==> src/rtl/alu_pkg.sv <==
//============================================================================
// Module   : alu_pkg
// Brief    : Opcodes, FSM state encoding and sizing helper for alu_seq.
// Revision : 1.0 - initial release
//============================================================================
`default_nettype none

package alu_pkg;

    localparam logic [2:0] OP_ADD = 3'b000;
    localparam logic [2:0] OP_SUB = 3'b001;
    localparam logic [2:0] OP_MUL = 3'b010;
    localparam logic [2:0] OP_XOR = 3'b011;
    localparam logic [2:0] OP_NOR = 3'b100;
    localparam logic [2:0] OP_AND = 3'b101;
    localparam logic [2:0] OP_OR  = 3'b110;
    localparam logic [2:0] OP_SLT = 3'b111;

    typedef enum logic [1:0] {
        ST_IDLE = 2'd0,
        ST_MUL  = 2'd1,
        ST_DONE = 2'd2
    } state_t;

    function automatic int clog2(input int n);
        int r;
        r = 0;
        for (int i = 0; i < 31; i++) begin
            if ((1 << i) < n) r = i + 1;
        end
        return r;
    endfunction

endpackage

`default_nettype wire

==> src/rtl/alu_seq_if.sv <==
//============================================================================
// Module   : alu_seq_if
// Brief    : Issue/writeback valid-ready bundle around the sequential ALU.
// Revision : 1.0 - initial release
//============================================================================
`default_nettype none

interface alu_seq_if #(parameter int W = 32);

    logic         in_valid;
    logic         in_ready;
    logic [W-1:0] a;
    logic [W-1:0] b;
    logic [2:0]   aluop;
    logic         out_valid;
    logic         out_ready;
    logic [W-1:0] result;
    logic [W-1:0] result_hi;
    logic         overflow;

    modport master (
        output in_valid, a, b, aluop, out_ready,
        input  in_ready, out_valid, result, result_hi, overflow
    );

    modport slave (
        input  in_valid, a, b, aluop, out_ready,
        output in_ready, out_valid, result, result_hi, overflow
    );

endinterface

`default_nettype wire

==> src/rtl/alu_seq_mul.sv <==
//============================================================================
// Module   : seq_mul
// Brief    : Iterative shift-add W x W -> 2W multiplier, one bit per cycle.
//            ALU_SIGNED_MUL_EN selects two's-complement operands.
// Revision : 1.0 - initial release
//============================================================================
`default_nettype none

module seq_mul
    import alu_pkg::*;
#(
    parameter int W = 32
) (
    input  wire logic           clk,
    input  wire logic           rst,
    input  wire logic           start,
    input  wire logic [W-1:0]   a,
    input  wire logic [W-1:0]   b,
    output logic                done,
    output logic [2*W-1:0]      product
);

    localparam int CW = clog2(W);
    localparam logic [CW-1:0]  c_last    = CW'(W - 1);
    localparam logic [CW-1:0]  c_cnt_one = CW'(1);
    localparam logic [W-1:0]   c_one_w   = {{(W-1){1'b0}}, 1'b1};
    localparam logic [2*W-1:0] c_one_p   = {{(2*W-1){1'b0}}, 1'b1};

    logic [W-1:0]   r_mcand;
    logic [2*W-1:0] r_acc;
    logic [CW-1:0]  r_cnt;
    logic           r_busy;
    logic           r_neg;

    logic [W-1:0]   w_mag_a;
    logic [W-1:0]   w_mag_b;
    logic           w_neg_in;
    logic [W:0]     w_add;
    logic [2*W-1:0] w_next;

`ifdef ALU_SIGNED_MUL_EN
    // Magnitude of -2^(W-1) is 2^(W-1), which still fits unsigned in W bits.
    assign w_mag_a  = a[W-1] ? (~a + c_one_w) : a;
    assign w_mag_b  = b[W-1] ? (~b + c_one_w) : b;
    assign w_neg_in = a[W-1] ^ b[W-1];
`else
    assign w_mag_a  = a;
    assign w_mag_b  = b;
    assign w_neg_in = 1'b0;
`endif

    // Upper half accumulates, lower half holds the remaining multiplier bits.
    assign w_add   = {1'b0, r_acc[2*W-1:W]} + (r_acc[0] ? {1'b0, r_mcand} : '0);
    assign w_next  = {w_add, r_acc[W-1:1]};

    // The final iteration's sum is presented directly so the product is ready in the last cycle.
    assign product = r_neg ? (~w_next + c_one_p) : w_next;
    assign done    = r_busy && (r_cnt == c_last);

    always_ff @(posedge clk) begin
        if (rst) begin
            r_mcand <= '0;
            r_acc   <= '0;
            r_cnt   <= '0;
            r_busy  <= 1'b0;
            r_neg   <= 1'b0;
        end else if (start) begin
            r_mcand <= w_mag_a;
            r_acc   <= {{W{1'b0}}, w_mag_b};
            r_cnt   <= '0;
            r_busy  <= 1'b1;
            r_neg   <= w_neg_in;
        end else if (r_busy) begin
            r_acc   <= w_next;
            r_cnt   <= r_cnt + c_cnt_one;
            if (r_cnt == c_last) r_busy <= 1'b0;
        end
    end

endmodule

`default_nettype wire

==> src/rtl/alu_seq.sv <==
//============================================================================
// Module   : alu_seq
// Brief    : W-bit ALU with sequential multiplier behind valid/ready handshakes.
//            Optional macro ALU_SIGNED_MUL_EN: signed MUL.
// Revision : 1.0 - initial release
//============================================================================
`default_nettype none

module alu_seq
    import alu_pkg::*;
#(
    parameter int W = 32
) (
    input  wire logic  clk,
    input  wire logic  rst,
    alu_seq_if.slave   bus
);

    state_t         r_state;
    state_t         w_state_nxt;
    logic           w_mul_start;
    logic           w_in_ready;
    logic           w_out_valid;
    logic           w_accept;
    logic           w_is_mul;

    logic [W-1:0]   r_result;
    logic [W-1:0]   r_result_hi;
    logic           r_overflow;

    logic [W-1:0]   w_sum;
    logic [W-1:0]   w_diff;
    logic [W-1:0]   w_res;
    logic           w_ovf;

    logic           w_mul_done;
    logic [2*W-1:0] w_product;

    assign w_accept = bus.in_valid && (r_state == ST_IDLE);
    assign w_is_mul = (bus.aluop == OP_MUL);
    assign w_sum    = bus.a + bus.b;
    assign w_diff   = bus.a - bus.b;

    always_comb begin
        w_res = '0;
        w_ovf = 1'b0;
        case (bus.aluop)
            OP_ADD: begin
                w_res = w_sum;
                w_ovf = (bus.a[W-1] == bus.b[W-1]) && (w_sum[W-1] != bus.a[W-1]);
            end
            OP_SUB: begin
                w_res = w_diff;
                w_ovf = (bus.a[W-1] != bus.b[W-1]) && (w_diff[W-1] != bus.a[W-1]);
            end
            OP_XOR: w_res = bus.a ^ bus.b;
            OP_NOR: w_res = ~(bus.a | bus.b);
            OP_AND: w_res = bus.a & bus.b;
            OP_OR:  w_res = bus.a | bus.b;
            OP_SLT: w_res = {{(W-1){1'b0}}, ($signed(bus.a) < $signed(bus.b))};
            default: begin
                w_res = '0;
                w_ovf = 1'b0;
            end
        endcase
    end

    seq_mul #(.W(W)) u_mul (
        .clk     (clk),
        .rst     (rst),
        .start   (w_mul_start),
        .a       (bus.a),
        .b       (bus.b),
        .done    (w_mul_done),
        .product (w_product)
    );

    always_ff @(posedge clk) begin
        if (rst) r_state <= ST_IDLE;
        else     r_state <= w_state_nxt;
    end

    always_comb begin
        w_state_nxt = r_state;
        w_mul_start = 1'b0;
        w_in_ready  = 1'b0;
        w_out_valid = 1'b0;
        case (r_state)
            ST_IDLE: begin
                w_in_ready = 1'b1;
                if (bus.in_valid) begin
                    w_mul_start = w_is_mul;
                    w_state_nxt = w_is_mul ? ST_MUL : ST_DONE;
                end
            end
            ST_MUL: begin
                if (w_mul_done) w_state_nxt = ST_DONE;
            end
            ST_DONE: begin
                w_out_valid = 1'b1;
                if (bus.out_ready) w_state_nxt = ST_IDLE;
            end
            default: w_state_nxt = ST_IDLE;
        endcase
    end

    always_ff @(posedge clk) begin
        if (rst) begin
            r_result    <= '0;
            r_result_hi <= '0;
            r_overflow  <= 1'b0;
        end else if (w_accept && !w_is_mul) begin
            r_result    <= w_res;
            r_result_hi <= '0;
            r_overflow  <= w_ovf;
        end else if ((r_state == ST_MUL) && w_mul_done) begin
            {r_result_hi, r_result} <= w_product;
            r_overflow              <= 1'b0;
        end
    end

    assign bus.in_ready  = w_in_ready;
    assign bus.out_valid = w_out_valid;
    assign bus.result    = r_result;
    assign bus.result_hi = r_result_hi;
    assign bus.overflow  = r_overflow;

endmodule

`default_nettype wire

==> src/flat_wrapper.sv <==
// flat-port wrapper written by rule: the top's interface ports become plain ports
module alu_seq_flat import alu_pkg::*;
#(
    parameter int W = 32
)
  (clk, rst, bus_in_valid, bus_a, bus_b, bus_aluop, bus_out_ready, bus_in_ready, bus_out_valid, bus_result, bus_result_hi, bus_overflow);
  alu_seq_if #(.W(W)) bus_i ();
  input  wire logic clk;
  input  wire logic rst;
  input wire logic [$bits(bus_i.in_valid)-1:0] bus_in_valid;
  input wire logic [$bits(bus_i.a)-1:0] bus_a;
  input wire logic [$bits(bus_i.b)-1:0] bus_b;
  input wire logic [$bits(bus_i.aluop)-1:0] bus_aluop;
  input wire logic [$bits(bus_i.out_ready)-1:0] bus_out_ready;
  output wire logic [$bits(bus_i.in_ready)-1:0] bus_in_ready;
  output wire logic [$bits(bus_i.out_valid)-1:0] bus_out_valid;
  output wire logic [$bits(bus_i.result)-1:0] bus_result;
  output wire logic [$bits(bus_i.result_hi)-1:0] bus_result_hi;
  output wire logic [$bits(bus_i.overflow)-1:0] bus_overflow;
  assign bus_i.in_valid = bus_in_valid;
  assign bus_i.a = bus_a;
  assign bus_i.b = bus_b;
  assign bus_i.aluop = bus_aluop;
  assign bus_i.out_ready = bus_out_ready;
  assign bus_in_ready = bus_i.in_ready;
  assign bus_out_valid = bus_i.out_valid;
  assign bus_result = bus_i.result;
  assign bus_result_hi = bus_i.result_hi;
  assign bus_overflow = bus_i.overflow;
  alu_seq #(.W(W)) u_core (.clk(clk), .rst(rst), .bus(bus_i));
endmodule
==> config.mk <==
export PLATFORM = sky130hd
export DESIGN_NAME = alu_seq_flat
export DESIGN_NICKNAME = d
export VERILOG_FILES = /design/src/rtl/alu_pkg.sv /design/src/rtl/alu_seq_if.sv /design/src/rtl/alu_seq_mul.sv /design/src/rtl/alu_seq.sv /design/src/flat_wrapper.sv
export SDC_FILE = /design/constraint.sdc
export NUM_CORES = 1
export LEC_CHECK = 0
export CORE_MARGIN = 5
export CORE_UTILIZATION = 30
export DETAILED_ROUTE_END_ITERATION = 8
export GPL_ROUTABILITY_DRIVEN = 0
export PLACE_DENSITY = 0.56
export SYNTH_ARGS = -nofsm -noshare
export SYNTH_HDL_FRONTEND = slang
export SYNTH_SLANG_ARGS = --single-unit
==> constraint.sdc <==
create_clock -name clk -period 9.5 [get_ports clk]
set_input_delay 2.375 -clock clk [delete_from_list [all_inputs] [get_ports clk]]
set_output_delay 2.375 -clock clk [all_outputs]
set_load 0.02 [all_outputs]
### Metal 2

Drawn at 1.5 px/um.
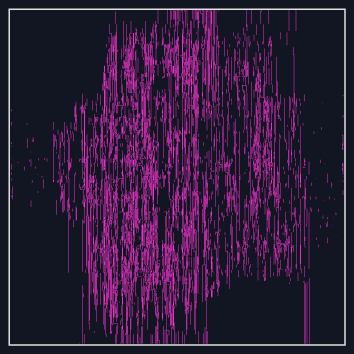
longest straight run	79.6 um
main direction	vertical
wire length on this layer	21.5 mm
share of all routed wire	45%
nets with wire on the layer	1563

==> run summary <==
Observations from the implementation run.

Power and ir drop:
- The run puts the power attributed to combinational cells at 509 uW.
- The completed layout was analyzed and its total power is 1.99 mW.
- The run puts the relative contribution of combinational cells to total power at 25.5%.

Cells and area:
- The layout report lists the combined flip-flop and latch area as 3390 sq um.
- The plain and repair buffers instantiated in the layout total 153.
- The run gives the dominant logic cell type in the layout as sky130_fd_sc_hd__nand2_1.
- The library cells used most frequently in the layout, excluding fill and tap cells, are 221 x sky130_fd_sc_hd__nand2_1, 180 x sky130_fd_sc_hd__a21oi_1, 168 x sky130_fd_sc_hd__dfxtp_1.
- The run puts the fraction of area in multi-input gates at 58.7%.
- After routing the design area is 16000 sq um.
- The run gives the register fraction of the total cell area as 21.2%.

Synth:
- Synthesis handed over a netlist of 1776 instances.
- The run gives the count of flip-flops with a built-in enable after synthesis as 0.

Run status:
- The flow ran to the end, and the final reports show no timing, DRC or antenna violations.

Setup path:
- The run puts the logic depth of the worst path, buffers included at 9.
- The run gives the data required time of the worst path as 9.88 ns.
- In this design, the largest share of critical-path delay is due to simple AND/OR/NAND/NOR gates.
- Together, buffers and inverters on the worst path number 3.
- For flop-to-flop paths, the worst setup slack is 5.64 ns.

Drt:
- The run gives the vias per cell as 5.42.
- The run gives the highest routed metal layer as met4.

Floorplan:
- Across the placement rows, the number of tap cells is 600.

Job:
- The run puts the number of warnings in the stage logs at 107.

Final timing:
- The run gives the final hold slack as 0.450 ns.
- The run gives the slew at the pin closest to its max-slew limit as 1.08 ns.

Global routing:
- Entering global routing, the biggest net connects 68 pins.
### Cell density map

Drawn at 1.5 px/um. The die is cut into 22 by 22 equal tiles; black is low, pale yellow is high, 0 to 100% covered.
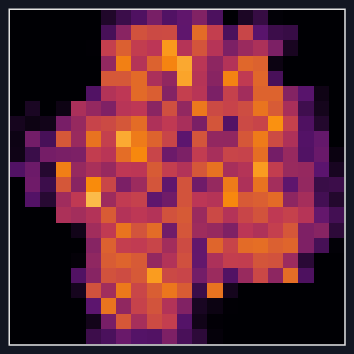
mean over tiles	31%
nearly empty tiles	29%
emptiest ninth of the die	upper left

No activity file was given, so power comes from the tool's default toggle rates.
